[src/rtl/reaction_timer_core.sv]
// Reaction-time game engine: LFSR-randomised wait, BCD response timer, false-start/overflow detect, best score.
// All outputs registered (state visible one clock after the sampled pulse); pulse inputs only, no backpressure.
module reaction_timer_core #(
  parameter int          CLK_HZ    = 50_000_000,
  parameter int          TICK_HZ   = 100,
  parameter int          DIGITS    = 3,
  parameter int          MIN_WAIT  = 100,
  parameter int          SPAN_LOG2 = 8,
  parameter logic [15:0] SEED      = 16'hACE1
) (
  input  logic                clock,
  input  logic                reset_n,
  input  logic                start,
  input  logic                stop,
  input  logic                clearBest,
  output logic [2:0]          state,
  output logic [4*DIGITS-1:0] count,
  output logic [4*DIGITS-1:0] best,
  output logic                go,
  output logic                newBest,
  output logic                falseStart,
  output logic                overflow
);

  localparam int DIV = CLK_HZ / TICK_HZ;
  localparam int PW  = (DIV > 2) ? $clog2(DIV) : 1;
  localparam int TW  = $clog2(MIN_WAIT + (1 << SPAN_LOG2) + 1);
  localparam int CW  = 4 * DIGITS;
  localparam logic [CW-1:0] ALL9 = {DIGITS{4'h9}};

  typedef enum logic [2:0] {
    S_IDLE  = 3'd0,
    S_WAIT  = 3'd1,
    S_COUNT = 3'd2,
    S_DONE  = 3'd3,
    S_FOUL  = 3'd4
  } state_t;

  state_t          st_q, st_d;
  logic [15:0]     lfsr_q;
  logic            lfsr_fb;
  logic [PW-1:0]   presc_q, presc_d;
  logic            tick;
  logic [TW-1:0]   waitcnt_q, waitcnt_d;
  logic [TW-1:0]   target_q, target_d;
  logic [CW-1:0]   count_q, count_d, count_inc;
  logic [CW-1:0]   best_q, best_d;
  logic            newbest_q, newbest_d;
  logic            over_q, over_d;
  logic            go_q, foul_q;
  logic            arm;
  logic            carry;

  // Fibonacci taps 16,14,13,11; a nonzero seed keeps it off the all-zero lockup state.
  assign lfsr_fb = lfsr_q[15] ^ lfsr_q[13] ^ lfsr_q[12] ^ lfsr_q[10];
  assign tick    = (presc_q == PW'(DIV - 1));

  always_comb begin
    count_inc = count_q;
    carry     = 1'b1;
    for (int i = 0; i < DIGITS; i++) begin
      if (carry) begin
        if (count_q[4*i +: 4] == 4'd9) begin
          count_inc[4*i +: 4] = 4'd0;
        end else begin
          count_inc[4*i +: 4] = count_q[4*i +: 4] + 4'd1;
          carry               = 1'b0;
        end
      end
    end
  end

  always_comb begin
    st_d      = st_q;
    presc_d   = tick ? '0 : presc_q + PW'(1);
    waitcnt_d = waitcnt_q;
    target_d  = target_q;
    count_d   = count_q;
    best_d    = best_q;
    newbest_d = 1'b0;
    over_d    = over_q;
    arm       = 1'b0;

    case (st_q)
      S_IDLE: arm = start;
      S_WAIT: begin
        // A button pulse beats a coincident expiry.
        if (start || stop) begin
          st_d = S_FOUL;
        end else if (tick) begin
          if (waitcnt_q + TW'(1) >= target_q) begin
            st_d    = S_COUNT;
            presc_d = '0;
          end else begin
            waitcnt_d = waitcnt_q + TW'(1);
          end
        end
      end
      S_COUNT: begin
        if (stop) begin
          st_d = S_DONE;
          // Packed BCD with MSD in the MSBs orders the same as the decimal value.
          if (count_q < best_q) begin
            best_d    = count_q;
            newbest_d = 1'b1;
          end
        end else if (tick) begin
          if (count_q == ALL9) begin
            st_d   = S_DONE;
            over_d = 1'b1;
          end else begin
            count_d = count_inc;
          end
        end
      end
      S_DONE: arm = start;
      S_FOUL: arm = start;
      default: st_d = S_IDLE;
    endcase

    if (arm) begin
      st_d      = S_WAIT;
      target_d  = TW'(MIN_WAIT) + TW'(lfsr_q[SPAN_LOG2-1:0]);
      waitcnt_d = '0;
      count_d   = '0;
      over_d    = 1'b0;
      presc_d   = '0;
    end

    if (clearBest) begin
      best_d    = ALL9;
      newbest_d = 1'b0;
    end
  end

  always_ff @(posedge clock or negedge reset_n) begin
    if (!reset_n) begin
      st_q      <= S_IDLE;
      lfsr_q    <= SEED;
      presc_q   <= '0;
      waitcnt_q <= '0;
      target_q  <= '0;
      count_q   <= '0;
      best_q    <= ALL9;
      newbest_q <= 1'b0;
      over_q    <= 1'b0;
      go_q      <= 1'b0;
      foul_q    <= 1'b0;
    end else begin
      st_q      <= st_d;
      lfsr_q    <= {lfsr_q[14:0], lfsr_fb};
      presc_q   <= presc_d;
      waitcnt_q <= waitcnt_d;
      target_q  <= target_d;
      count_q   <= count_d;
      best_q    <= best_d;
      newbest_q <= newbest_d;
      over_q    <= over_d;
      go_q      <= (st_d == S_COUNT);
      foul_q    <= (st_d == S_FOUL);
    end
  end

  assign state      = st_q;
  assign count      = count_q;
  assign best       = best_q;
  assign go         = go_q;
  assign newBest    = newbest_q;
  assign falseStart = foul_q;
  assign overflow   = over_q;

endmodule

[config.mk]
export PLATFORM = sky130hd
export DESIGN_NAME = reaction_timer_core
export DESIGN_NICKNAME = d
export VERILOG_FILES = /design/src/rtl/reaction_timer_core.sv
export SDC_FILE = /design/constraint.sdc
export NUM_CORES = 1
export LEC_CHECK = 0
export ABC_CLOCK_PERIOD_IN_PS = 7400
export CAP_MARGIN = 20
export CORE_MARGIN = 2
export CORE_UTILIZATION = 63
export DETAILED_ROUTE_END_ITERATION = 6
export PLACE_DENSITY = 0.85
export SYNTH_ARGS = -nofsm -noshare
export SYNTH_HDL_FRONTEND = slang
export SYNTH_SLANG_ARGS = --single-unit
[constraint.sdc]
create_clock -name clock -period 7.4 [get_ports clock]
set_clock_uncertainty 0.2 [all_clocks]
set_input_delay 1.48 -clock clock [delete_from_list [all_inputs] [get_ports clock]]
set_output_delay 1.48 -clock clock [all_outputs]
set_load 0.03 [all_outputs]
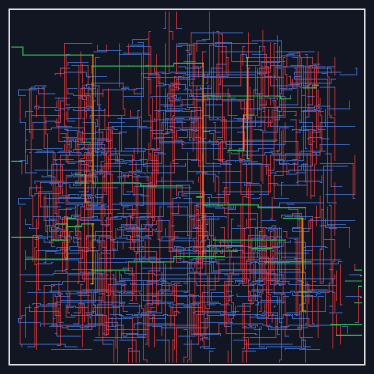
*Metal layers overlaid, run 1*
Drawn at 4 px/um.
Key: green = met3 [wire length 299 um]; blue = met1 [wire length 4,150 um]; red = met2 [wire length 4,990 um]; orange = met4 [wire length 169 um]
per-cell routed wire length: 16.5 um
GRT Overall Usage: 0.265
WL final: 9.62 mm
routed vias: 3,376

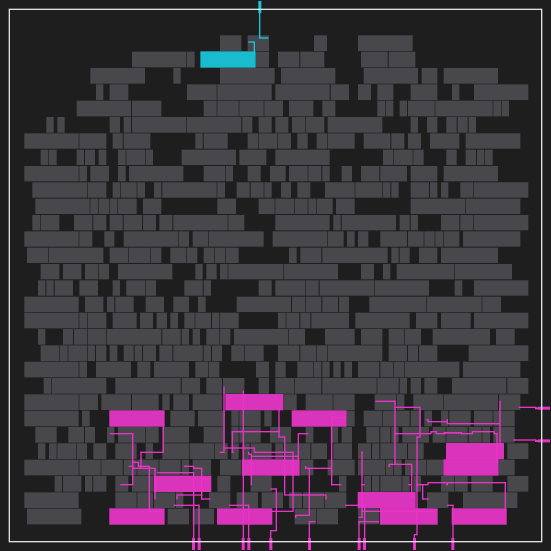
*I/O nets highlighted, run 1*
Drawn at 6 px/um.
Key: magenta = `best` [direction output, edge 10 south, 2 east, end cells 12, buffers 12, wire 432 um]; cyan = `falseStart` [direction output, edge north, end cells 1, buffers 1, wire 8.60 um]
PortBufs: 35
Top Ports: 36

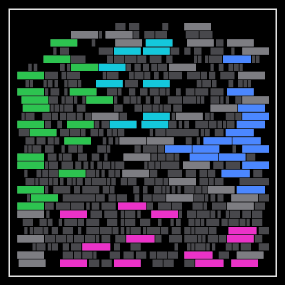
*Register map, names as in the netlist, run 1*
Drawn at 3 px/um. Other sequential cells in the stronger gray, the rest of the logic in the fainter gray.
Key: blue = `lfsr_q` [flops 16, where east]; cyan = `waitcnt_q` [flops 9]; green = `presc_q` [flops 19]; magenta = `best` [flops 12]
Another 28 sequential cells are not colored.
sequential share of cell area: 0.410
register area: 2120 um^2

==> flow_summary.json, run 1 <==
{
  "status": "finished clean",
  "ys_seq_share": 0.471,
  "power_frac_clock": 0.396,
  "rsz0062_at_grt": "no",
  "rows": 30,
  "top_usage_layer": "met2",
  "worstMarginPinSlew_ns": 0.986,
  "synth-xor-area-share": 0.0584,
  "dp_slack_ns": 3.10,
  "p_per_area_nw_per_um2": 180,
  "use_met3": 0.0690,
  "common_cells": "dfrtp_1 (70), nor2_1 (49), nand2_1 (30), inv_1 (27)",
  "die_y_um": 88.5,
  "aoi_share": 0.0879,
  "cts_setup_buffers": 0,
  "hp-class": "flip-flop to flip-flop",
  "cts_buffers": 9,
  "r2r_slack_ns": 3.79,
  "synth_area_per_cell_um2": 10.1,
  "topRoutingLayerUsed": "met4",
  "use_met1": 0.340,
  "setup_viol": 0,
  "layoutNonFillerInstCount": 581,
  "synth.largest_area_cell": "dfrtp_1",
  "ctsHoldBuffers": 0,
  "cp.arrival_ns": 4.08,
  "ys_top_cells_by_area": "dfrtp_1 (39%), dfstp_2 (8.2%), ha_1 (6.4%)",
  "layout_worst_path_cycle_share": 0.542,
  "mostFrequentLayoutCells": "dfrtp_1 (70), nor2_1 (49), clkdlybuf4s50_1 (34), nand2_1 (30), inv_1 (27)",
  "power_leakage_nw": 2.29,
  "async_flop_share": 1.00,
  "place_congestion": 0.857,
  "crit_path_max_fanout": 13,
  "fin_ws_ns": 3.39,
  "fp_util": 0.655,
  "ant_nets": 0,
  "met2_length_mm": 4.99,
  "dpl_cell_area_um2": 4910,
  "remaining_drc_errors": 0,
  "cts_buffer_depth": 2,
  "fp.dieW_um": 88.5,
  "reg_top3": "presc_q (19), lfsr_q (16)",
  "edf_count": 0,
  "syn2layout_area_growth_pct": 14.9,
  "cap_violations": 0,
  "power-top-group": "registers",
  "core_area_um2": 6870,
  "wl_met3_um": 299,
  "finalPower_mw": 0.929,
  "yosys-stat-cells": 445,
  "p_comb_frac": 0.079,
  "hold_viol_final": 0,
  "dieArea_um2": 7830,
  "startpoint_type": "primary input",
  "yosysWarnings": 0,
  "gr-usage-met2": 0.446,
  "fin_area_um2": 5170,
  "finalCriticalPeriod_ns": 4.01,
  "placed_cells": 564,
  "clock.latency.late_pin_ns": 0.36,
  "rr_endpoint": "waitcnt_q[4]",
  "grt_pass1_vias": 3269,
  "peakVddDrop_v": 0.000165,
  "synth.area.mux_share": 0.0456,
  "nets": 508,
  "grt_overflow_total": 0,
  "fmax_mhz": 249,
  "topCombFamilyByArea": "simple AND/OR/NAND/NOR gates",
  "h-tree-depth": 3,
  "reg2reg_from": "waitcnt_q[0]",
  "path_clk_slew_ns": 0.08,
  "postCtsResizedCells": 0,
  "ff_type": "dfrtp_1",
  "p_comb_mw": 0.0733,
  "grt_first_pass_wirelength_mm": 15.8,
  "syn_area_um2": 4500,
  "largest_register": "presc_q",
  "ys_sh_simple": 0.234,
  "p_int_mw": 0.699,
  "clock_sinks": 84,
  "finalHoldWorstSlack_ns": 0.169,
  "ys_area_um2": 4500,
  "synthMostInstantiatedCell": "dfrtp_1",
  "fp_nets": 473,
  "pg_clk_mw": 0.368,
  "drt_iter0_markers": 233,
  "drive_gt1_frac": 0.107,
  "final_max_slew_viol_count": 0,
  "grt_max_degree": 85,
  "num_antenna_cells": 0,
  "slew_headroom": 0.342,
  "antenna_found_initial": 0,
  "rr_worst_depth": 9,
  "ys.flops": 84,
  "crit_type": "primary input to flip-flop",
  "adder_share": 0.0640,
  "seq_power_share": 0.525,
  "layout_top_cell": "dfrtp_1",
  "required_ns": 7.47,
  "setup-tns-final_ns": 0,
  "syn_inst": 445,
  "cts_tree": "yes",
  "clock_tree.root_cell": "clkbuf_8",
  "hpwl_mm": 6.65,
  "via_per_inst": 5.81,
  "ys_types": 62,
  "holdPathStages": 0,
  "fillers": 480,
  "met1_length_mm": 4.15,
  "drt-pass1-iter-count": 4,
  "largest_register_ffs": 19,
  "worstSetupEndpointType": "flip-flop",
  "hp-start": "lfsr_q[9]",
  "p_seq_mw": 0.487,
  "hold_end": "lfsr_q[10]",
  "warnings": 26,
  "switching_share": 0.248,
  "final_util": 0.752,
  "power_switching_mw": 0.230,
  "top_cell_area_share": 0.390
}
## run 1: final cells by class
cell class                 instances  area, um^2  share of cell area
clock inverter                     5        85.1              0.0165
timing repair buffer              38         394              0.0763
clock buffer                      11         141              0.0274
tap                               96         120              0.0233
inverter                          27         101              0.0196
sequential                        84        2120               0.410
multi-input combinational        320        2200               0.427
## run 1: critical path: stages
cell and delay, ns:
clkdlybuf4s50_1 0.60, nand2b_2 0.07, a2111o_1 0.41, or4_1 0.51, o22ai_2 0.67, mux2i_1 0.33
## run 1: worst max-delay path by stage
stage | start | end | slack [ns] | cells after the start
after floorplan | stop | best[0] | 4.16 | 6
after global placement | stop | best[7] | 3.20 | 6
after detailed placement | stop | best[5] | 3.10 | 6
after CTS | stop | best[6] | 3.43 | 6
after global routing | stop | best[6] | 3.27 | 6
final | stop | best[6] | 3.39 | 6
==> run 2: changes to the inputs <==
==> config.mk (replaced) <==
export PLATFORM = sky130hd
export DESIGN_NAME = reaction_timer_core
export DESIGN_NICKNAME = d
export VERILOG_FILES = /design/src/rtl/reaction_timer_core.sv
export SDC_FILE = /design/constraint.sdc
export NUM_CORES = 1
export LEC_CHECK = 0
export ABC_CLOCK_PERIOD_IN_PS = 4200
export CAP_MARGIN = 20
export CORE_MARGIN = 2
export CORE_UTILIZATION = 58
export DETAILED_ROUTE_END_ITERATION = 6
export PLACE_DENSITY = 0.8
export SYNTH_ARGS = -nofsm -noshare
export SYNTH_HDL_FRONTEND = slang
export SYNTH_SLANG_ARGS = --single-unit
==> constraint.sdc (replaced) <==
create_clock -name clock -period 4.2 [get_ports clock]
set_clock_uncertainty 0.2 [all_clocks]
set_input_delay 0.84 -clock clock [delete_from_list [all_inputs] [get_ports clock]]
set_output_delay 0.84 -clock clock [all_outputs]
set_load 0.03 [all_outputs]
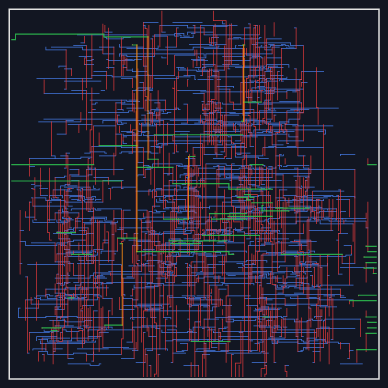
*Metal layers overlaid, run 2*
Drawn at 4 px/um.
Key: blue = met1 [wire length 4,090 um]; green = met3 [wire length 382 um]; orange = met4 [wire length 137 um]; red = met2 [wire length 4,320 um]
per-cell routed wire length: 15.2 um
routed vias: 3,322
WL final: 8.93 mm

==> run 2 against run 1 <==
Compared with the run above: flip-flop count unchanged; register-to-register slack got worse by 3.1 ns; sequential share of layout area grew 0.15 points; highest routed layer unchanged.
==> flow_summary.json, run 2 <==
{
  "crit_end": "waitcnt_q[3]",
  "synth.area.mux_share": 0.0456,
  "layout_top_cell": "dfrtp_1",
  "holdPathStages": 0,
  "layoutNonFillerInstCount": 589,
  "hold_viol_final": 0,
  "die_y_um": 92.1,
  "reg2reg_from": "waitcnt_q[0]",
  "antenna_found_initial": 0,
  "ys_types": 62,
  "cp-startpoint": "waitcnt_q[0]",
  "fmax_mhz": 288,
  "grt_first_pass_wirelength_mm": 15.6,
  "drt-pass1-iter-count": 4,
  "syn2layout_area_growth_pct": 14.5,
  "met1_length_mm": 4.09,
  "clock_tree.root_cell": "clkbuf_8",
  "setup_viol": 0,
  "clockBufferCount": 9,
  "grt_pass1_vias": 3282,
  "power_leakage_nw": 2.29,
  "cap_violations": 0,
  "dpl_cell_area_um2": 4930,
  "track_usage": 0.233,
  "status": "finished clean",
  "seq_share": 0.412,
  "inverters": 27,
  "grt_overflow_total": 0,
  "fin_ws_ns": 0.722,
  "adder_share": 0.0640,
  "aoi_share": 0.0879,
  "hold_end": "lfsr_q[15]",
  "num_io_pins": 36,
  "top_usage_layer": "met2",
  "async_flop_share": 1.00,
  "cts_setup_buffers": 0,
  "finalCriticalPeriod_ns": 3.48,
  "fp_util": 0.591,
  "met2_length_mm": 4.32,
  "flops": 84,
  "reg_top3": "presc_q (19), lfsr_q (16)",
  "finalHoldWorstSlack_ns": 0.159,
  "fillers": 599,
  "syn_inst": 445,
  "use_met3": 0.0551,
  "flop_area_um2": 2120,
  "synth-xor-area-share": 0.0584,
  "area_dominant_class": "multi-input combinational cells",
  "tap-cell-count": 102,
  "core_area_um2": 7610,
  "combGateArea_um2": 2200,
  "final_max_slew_viol_count": 0,
  "ys_seq_share": 0.471,
  "finalPower_mw": 1.54,
  "startpoint_type": "flip-flop",
  "rr_worst_depth": 9,
  "ff_type": "dfrtp_1",
  "yosysWarnings": 0,
  "fin_area_um2": 5150,
  "sh_comb_area": 0.428,
  "use_met1": 0.321,
  "ys_top_cells_by_area": "dfrtp_1 (39%), dfstp_2 (8.2%), ha_1 (6.4%)",
  "dp_slack_ns": 0.662,
  "nets": 510,
  "topCombFamilyByArea": "simple AND/OR/NAND/NOR gates",
  "wl_met3_um": 382,
  "yosys-stat-cells": 445,
  "synth_area_per_cell_um2": 10.1,
  "largest_register_ffs": 19,
  "ys_sh_simple": 0.234
}
run 2: worst max-delay path, stage by stage, from the launching register on:
cell,delay [ns]
dfrtp_1,0.44
ha_1,0.24
and3_1,0.21
nand3_1,0.10
xnor2_1,0.16
ha_1,0.32
nand4_1,0.12
o311ai_1,0.78
or2_1,0.43
mux2_2,0.38
run 2: power breakdown:
part / total (mW) / internal [mW] / leakage (nW) / switching, mW
combinational: 0.127 / 0.0474 / 1.09 / 0.0791
sequential: 0.858 / 0.831 / 1.11 / 0.0274
clock: 0.558 / 0.230 / 0.0947 / 0.327
total: 1.54 / 1.11 / 2.29 / 0.434
Power is estimated from default activity; no workload was simulated.
